### Register map, names as in the netlist, run 1

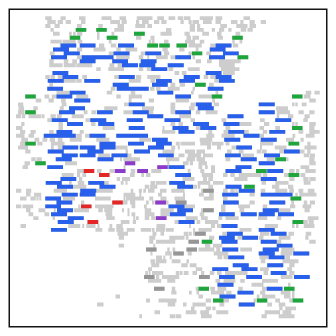
### Ports around the boundary, run 1

Pins as bars across the die edge, other pins in grey.
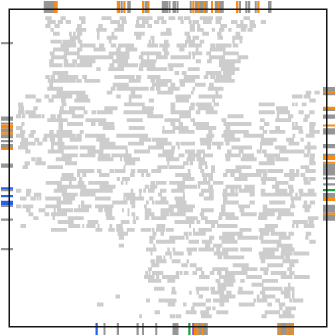
### Wiring by layer, run 1

The bar under the picture is 50 µm long.
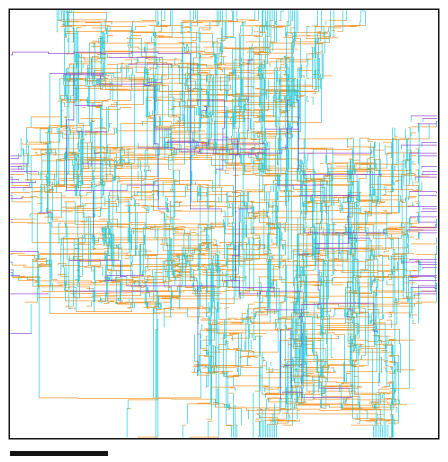
### Clock nets, run 1

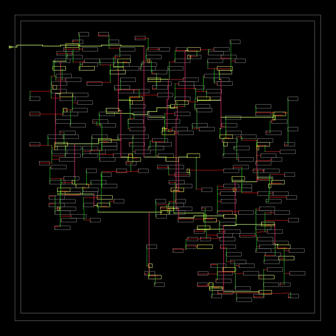
Design ras_ctrl, sky130hd; sources not shown.
==> flow_metrics.tcl, run 1 <==
# place-and-route summary
set metrics [dict create \
    dpl.hpwl_mm 23.5 \
    hold_path.class "flip-flop to flip-flop" \
    drive_gt1_share_pct 17.6 \
    initial_utilization_pct 25.3 \
    clk_pin_slew_ns 0.05 \
    synth_nets 921 \
    cts_tree "yes" \
    yosys-top-cells-count "edfxtp_1 (172), a22o_1 (167), dfxtp_1 (54)" \
    syn_to_final_growth_pct 34.6 \
    cp_num_cells 6 \
    p_leak_nw 6.25 \
    drc 0 \
    ys.flops 226 \
    final_area_mm2 0.0150 \
    warnings 29 \
    ys_area_mm2 0.0111 \
    fin_nets 1086 \
    status "finished clean" \
    cts_root_buf "clkbuf_16" \
    ant_nets 0 \
    dieArea_mm2 0.0480 \
    io_pins 152 \
    rows 77 \
    period_minus_slack_ns 4.49 \
    hold_viol 0 \
    cp.buffers_inverters 3 \
    crit_fanout 28 \
    cpMostUsedCell "clkdlybuf4s50_1" \
    drv_cap 0 \
    grt_remaining_overflow 0 \
    cp_top_family "buffers and inverters" \
    slew_headroom_pct 20.6 \
    die_w_um 219 \
    syn_inst 836 \
    setup_tns_ns 0 \
    ff_type "edfxtp_1" \
    slowest_delay_ns 0.60 \
    drt-vias-per-instance 4.98 \
    crit_chain "clkdlybuf4s50_1, and4bb_4, and3_4, buf_12, a22o_1, clkdlybuf4s50_1" \
    endpoint_kind "output port" \
    max_freq_mhz 223 \
    rrSetupSlack_ns 1.65 \
    coreArea_mm2 0.0441 \
    hold_depth 2 \
    top_cell_area_share_pct 46.3 \
    largest_area_cell "edfxtp_1" \
    maxSlewViolCount 0 \
    drt-pass1-iter-count 5 \
    topCellsByArea "edfxtp_1 (46%), a22o_1 (13%), dfxtp_1 (9.7%), mux4_2 (8.7%), mux2i_1 (2.9%)" \
    crit_required_ns 3.30 \
    yosys_warnings 0 \
    critPathSlowestCell "clkdlybuf4s50_1" \
    largest_register_ffs 172 \
    crit_path_start_kind "input pin" \
    crit_arrival_ns 3.19 \
    grt_max_degree 51 \
    grt_pass1_vias 8490 \
    gp_congestion 0.740 \
    reg2reg_depth 9 \
    edf_count 172 \
    synth.most_common_cell "edfxtp_1" \
    powerDensity_mw_per_mm2 382 \
    cts.sinks 226 \
    grt_setup_unrepaired "false" \
    ctsLongestPathBuffers 3 \
    async_reset_ff_share_pct 0 \
    synth_seq_share_pct 56.0 \
    yosys_cells 836 \
    tightest_slew_ns 1.19 \
    synth.distinct_cells 59 \
    netlist_area_mm2 0.0111 \
    htree_num_levels 2 \
    postSynthAreaPerCell_um2 13.3 \
    placedInstanceArea_mm2 0.0136 \
    peakVddDrop_uv 216 \
    crit_type "input pin to output port" \
    post-route-period-util_pct 97.7 \
    antenna_found_initial 0 \
    grt_pass1_wl_mm 55.1 \
    finalSetupViolCount 0 \
    drt_iter0_drc 468 \
]
About 'Register map, names as in the netlist':
- count_q: purple (placed flops 6; where centre)
- u_fifo.mem_q: blue (placed flops 172)
- rec_data_q: green (placed flops 32; where spread over the die)
- STK_RADDR_OUT: red (placed flops 5; where middle left)
- not coloured: 11
Reg area: 0.00625 mm²
Seq. pwr: 0.00232 W
final core occ: 34.0%
fraction of area in registers: 41.6%

About 'Ports around the boundary':
- STK_WADDR_OUT: blue (pins 5; direction output; edge 4 left, 1 bottom)
- PRED_ADDR_OUT: orange (pins 32; direction output; edge 13 top, 9 right, 6 bottom, 4 left)
- RESOLVE_TAG_IN: green (pins 2; direction input; edge 1 right, 1 bottom)
- STK_WE_OUT: purple (pins 1; direction output; edge bottom)
- all pins by edge: 54 top, 39 right, 34 bottom, 25 left
# port buffers: 151
Die H: 219 µm

About 'Wiring by layer':
- metal 4: blue (wire length 688 µm)
- metal 2: cyan (wire length 18,300 µm)
- metal 3: purple (wire length 1,680 µm)
- metal 1: orange (wire length 16,700 µm)
via count: 8,063
Routed Wire Length: 37.4 mm
gr usage total: 15.3%
routed len/inst: 23.1 µm

About 'Clock nets':
TritonCTS Buffers: 36
Late-Pin Clk Latency: 0.52 ns
FFs & Latches: 226
clock buffer count: 40

-- run 1: final cells by class --
type	instances	area, µm²
Fill cell	4421	29100
Sequential cell	226	6250
Multi-Input combinational cell	523	4660
Timing Repair Buffer	199	2060
Clock buffer	40	916
Tap cell	592	741
Clock inverter	24	325
Inverter	15	56.3
Antenna cell	1	2.50
-- run 1: tightest hold or removal path, cell delays in order (launching register included) --
cell and delay (ns):
dfxtp_1 0.33, nand2_1 0.06, nand2_1 0.04
-- run 1: metrics by stage --
| step | hold slack (ns) | cells | total power (W) | setup WS (ns) |
|---|---|---|---|---|
| 2_1_floorplan | 0.289 | 836 | 0.00265 | -0.258 |
| 3_3_place_gp | 0.306 | 1554 | 0.00294 | -0.0118 |
| 4_1_cts | 0.322 | 1618 | 0.00581 | -0.0569 |
| 5_1_grt | 0.351 | 1619 | 0.00594 | 0.0225 |
| 6_report | 0.318 | 1620 | 0.00573 | 0.107 |
| 3_5_place_dp | 0.315 | 1554 | 0.00294 | -0.0368 |
-- run 1: kinds of logic (layout without fill, tap and decap cells) --
group / count (synthesis) / in the layout / share of synthesized area, %
XOR/XNOR: 18 / 18 / 1.41
other: 0 / 1 / 0
multiplexers: 75 / 75 / 11.6
AND-OR/OR-AND: 246 / 246 / 17.6
AND/OR/NAND/NOR: 172 / 172 / 8.70
flip-flops: 226 / 226 / 56.0
buffers and inverters: 87 / 278 / 3.30
adder cells (fa/ha/maj): 12 / 12 / 1.41
-- run 1: cells in the final DEF (no fill, tap or decap), drive strengths merged, types with 2 or more instances in the layout --
| cell | count |
|---|---|
| a21oi | 8 |
| a221oi | 2 |
| a22o | 167 |
| a32oi | 2 |
| and2 | 37 |
| and3 | 4 |
| buf | 51 |
| bufinv | 7 |
| clkbuf | 40 |
| clkdlybuf4s50 | 99 |
| clkinv | 10 |
| clkinvlp | 5 |
| dfxtp | 54 |
| dlymetal6s2s | 49 |
| edfxtp | 172 |
| ha | 11 |
| inv | 17 |
| mux2i | 32 |
| mux4 | 43 |
| nand2 | 29 |
| nand2b | 7 |
| nand3 | 51 |
| nand3b | 3 |
| nand4 | 7 |
| nor2 | 14 |
| nor3 | 7 |
| nor3b | 3 |
| o2111ai | 5 |
| o21ai | 50 |
| o31ai | 2 |
| or3b | 2 |
| xnor2 | 7 |
| xor2 | 11 |
-- run 1: metal layers --
layer,track usage [%],part of all wire [%]
met4,3.94,1.8
met5,0,0
met1,20.3,45
met2,25.8,49
met3,2.76,4.5
-- run 1: report_power, final --
part / leakage, nW / switching, W / internal [W] / total, W
Clock: 0.597 / 0.00101 / 0.00183 / 0.00284
Sequential: 2.04 / 0.0000598 / 0.00226 / 0.00232
Combinational: 3.61 / 0.000319 / 0.000247 / 0.000566
==> run 1 -> run 2 <==
SETUP_SLACK_MARGIN = 0.4   (was not set)
### Wiring by layer, run 2

The bar under the picture is 50 µm long.
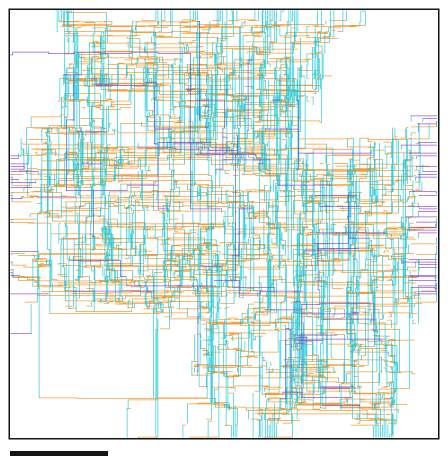
- metal 4: blue (wire length 717 µm)
- metal 2: cyan (wire length 18,500 µm)
- metal 3: purple (wire length 1,760 µm)
- metal 1: orange (wire length 17,000 µm)
Routed Wire Length: 38.0 mm
via count: 8,105
routed len/inst: 23.3 µm

### Register map, names as in the netlist, run 2

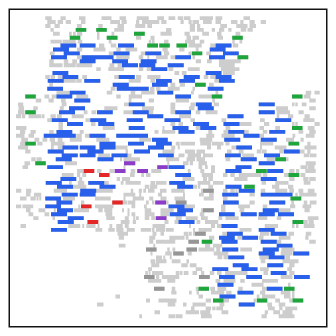
- STK_RADDR_OUT: red (placed flops 5; where middle left)
- u_fifo.mem_q: blue (placed flops 172)
- count_q: purple (placed flops 6; where centre)
- rec_data_q: green (placed flops 32; where spread over the die)
- not coloured: 11
Reg area: 0.00625 mm²
final core occ: 34.3%
fraction of area in registers: 41.3%

==> run 2 against run 1 <==
  * Combinational power increased by 3%
  * First-iteration DRC count increased by 3.4%
  * Cell count increased by 0.43%
  * Power increased by 0.26%
  * Via count increased by 0.52%
  * Critical path depth increased by 2
  * Clock power about the same
  * Design area increased by 0.92%
  * Sequential power about the same
  * Critical path type unchanged
  * Sequential share of layout area decreased by 0.37 points
==> flow_metrics.tcl, run 2 <==
# place-and-route summary
set metrics [dict create \
    status "finished clean" \
    drv_cap 0 \
    slew_headroom_pct 19.4 \
    initial_utilization_pct 25.3 \
    ctsLongestPathBuffers 3 \
    edf_count 172 \
    syn_inst 836 \
    largest_area_cell "edfxtp_1" \
    synth.most_common_cell "edfxtp_1" \
    postSynthAreaPerCell_um2 13.3 \
    cts_buffers 36 \
    synth.distinct_cells 59 \
    yosys_warnings 0 \
    reg2reg_depth 11 \
    crit_arrival_ns 2.84 \
    drt-vias-per-instance 4.98 \
    hold_viol 0 \
    tightest_slew_ns 1.21 \
    synth_nets 921 \
    finalSetupViolCount 0 \
    crit_required_ns 3.30 \
    synth_seq_share_pct 56.0 \
    rows 77 \
    lay_top_count "edfxtp_1" \
    dieArea_mm2 0.0480 \
    drc 0 \
    placedInstanceArea_mm2 0.0136 \
    clk_pin_slew_ns 0.05 \
    async_reset_ff_share_pct 0 \
    io_pins 152 \
    yosys_cells 836 \
    htree_num_levels 2 \
    grt_pass1_vias 8490 \
    ys.flops 226 \
    drive_gt1_share_pct 18.7 \
    dpl.hpwl_mm 23.5 \
    topCellsByArea "edfxtp_1 (46%), a22o_1 (13%), dfxtp_1 (9.7%), mux4_2 (8.7%), mux2i_1 (2.9%)" \
    ys_area_mm2 0.0111 \
    crit_path_start_kind "input pin" \
    top_cell_area_share_pct 46.3 \
    insertion_delay_ns 0.52 \
    dp_cells 1554 \
    comb_area_mm2 0.00468 \
    final_cells 1627 \
    warnings 30 \
    yosys-top-cells-count "edfxtp_1 (172), a22o_1 (167), dfxtp_1 (54)" \
    maxSlewViolCount 0 \
    hold_depth 2 \
    fin_nets 1093 \
    drt_iter0_drc 484 \
    max_freq_mhz 242 \
    n_fill_cell 4411 \
    ant_nets 0 \
    crit_type "input pin to output port" \
    grt_pass1_wl_mm 55.1 \
    endpoint_kind "output port" \
    p_leak_nw 6.58 \
    netlist_area_mm2 0.0111 \
    final_area_mm2 0.0151 \
    cts_tree "yes" \
    cts_root_buf "clkbuf_16" \
    drt-pass1-iter-count 5 \
    cts.sinks 226 \
    rrSetupSlack_ns 1.67 \
    grt_remaining_overflow 0 \
    crit_fanout 11 \
    die.size.y_um 219 \
    coreArea_mm2 0.0441 \
    syn_to_final_growth_pct 35.9 \
    largest_register_ffs 172 \
    period_minus_slack_ns 4.14 \
    antenna_found_initial 1 \
    die_w_um 219 \
    grt_max_degree 51 \
    peakVddDrop_uv 216 \
    powerDensity_mw_per_mm2 379 \
    grt_use_total_pct 15.3 \
    gp_congestion 0.740 \
]
[run 2: cell counts after synthesis]
No cell type changed its count.
[run 2: logic make-up (layout without fill, tap and decap cells)]
family                     Yosys count  after routing  share of synthesized area, %
buffers and inverters               87            285                          3.30
xor gates and xnor gates            18             18                          1.41
adders and majority gates           12             12                          1.41
muxes                               75             75                          11.6
DFF                                226            226                          56.0
and+or+nand+nor                    172            172                          8.70
other                                0              1                             0
AOI/OAI and AO/OA                  246            246                          17.6
[run 2: worst max-delay path: stages]
cell and delay, ns:
clkdlybuf4s50_1 0.53, o21ai_4 0.10, nor3_4 0.25, buf_4 0.15, buf_6 0.12, buf_12 0.16, and2_1 0.13, dlymetal6s2s_1 0.23
[run 2: final cells by class]
type	instances	share of cell area, %
tap	592	4.89
multi-input combinational	523	30.9
sequential	226	41.3
clock buffer	40	6.05
antenna	1	0.0165
inverter	15	0.372
timing repair buffer	206	14.4
clock inverter	24	2.15
[run 2: stage by stage]
| stage | setup slack, ns | power [W] | setup TNS (ns) | hold WS, ns | utilization (%) |
|---|---|---|---|---|---|
| after floorplan | -0.258 | 0.00265 | -24.81 | 0.289 | - |
| after global placement | -0.0118 | 0.00294 | -0.0170 | 0.306 | 30.9 |
| after detailed placement | -0.0368 | 0.00294 | -0.412 | 0.315 | 30.9 |
| after CTS | -0.0569 | 0.00581 | -0.604 | 0.322 | 33.7 |
| after global routing | 0.381 | 0.00595 | 0 | 0.351 | 34.3 |
| final | 0.465 | 0.00574 | 0 | 0.319 | 34.3 |
[run 2: metal layers]
metal  track usage (%)  vias to the layer above  wire [µm]  part of all wire (%)
met2              25.8                      202      18500                    49
met3              2.76                       53       1760                   4.6
met5                 0                        -          0                     0
met1              20.3                     4143      17000                    45
li1                  -                     3707          -                     -
met4              3.94                        0        716                   1.9
[run 2: report_power, final]
part           leakage, nW  total (W)  switching [W]  internal [W]
sequential            2.04    0.00232      0.0000597       0.00226
combinational         3.95   0.000583       0.000323      0.000259
clock                0.597    0.00284        0.00100       0.00183
total                 6.58    0.00574        0.00139       0.00436
No activity file was given, so power comes from the tool's default toggle rates.
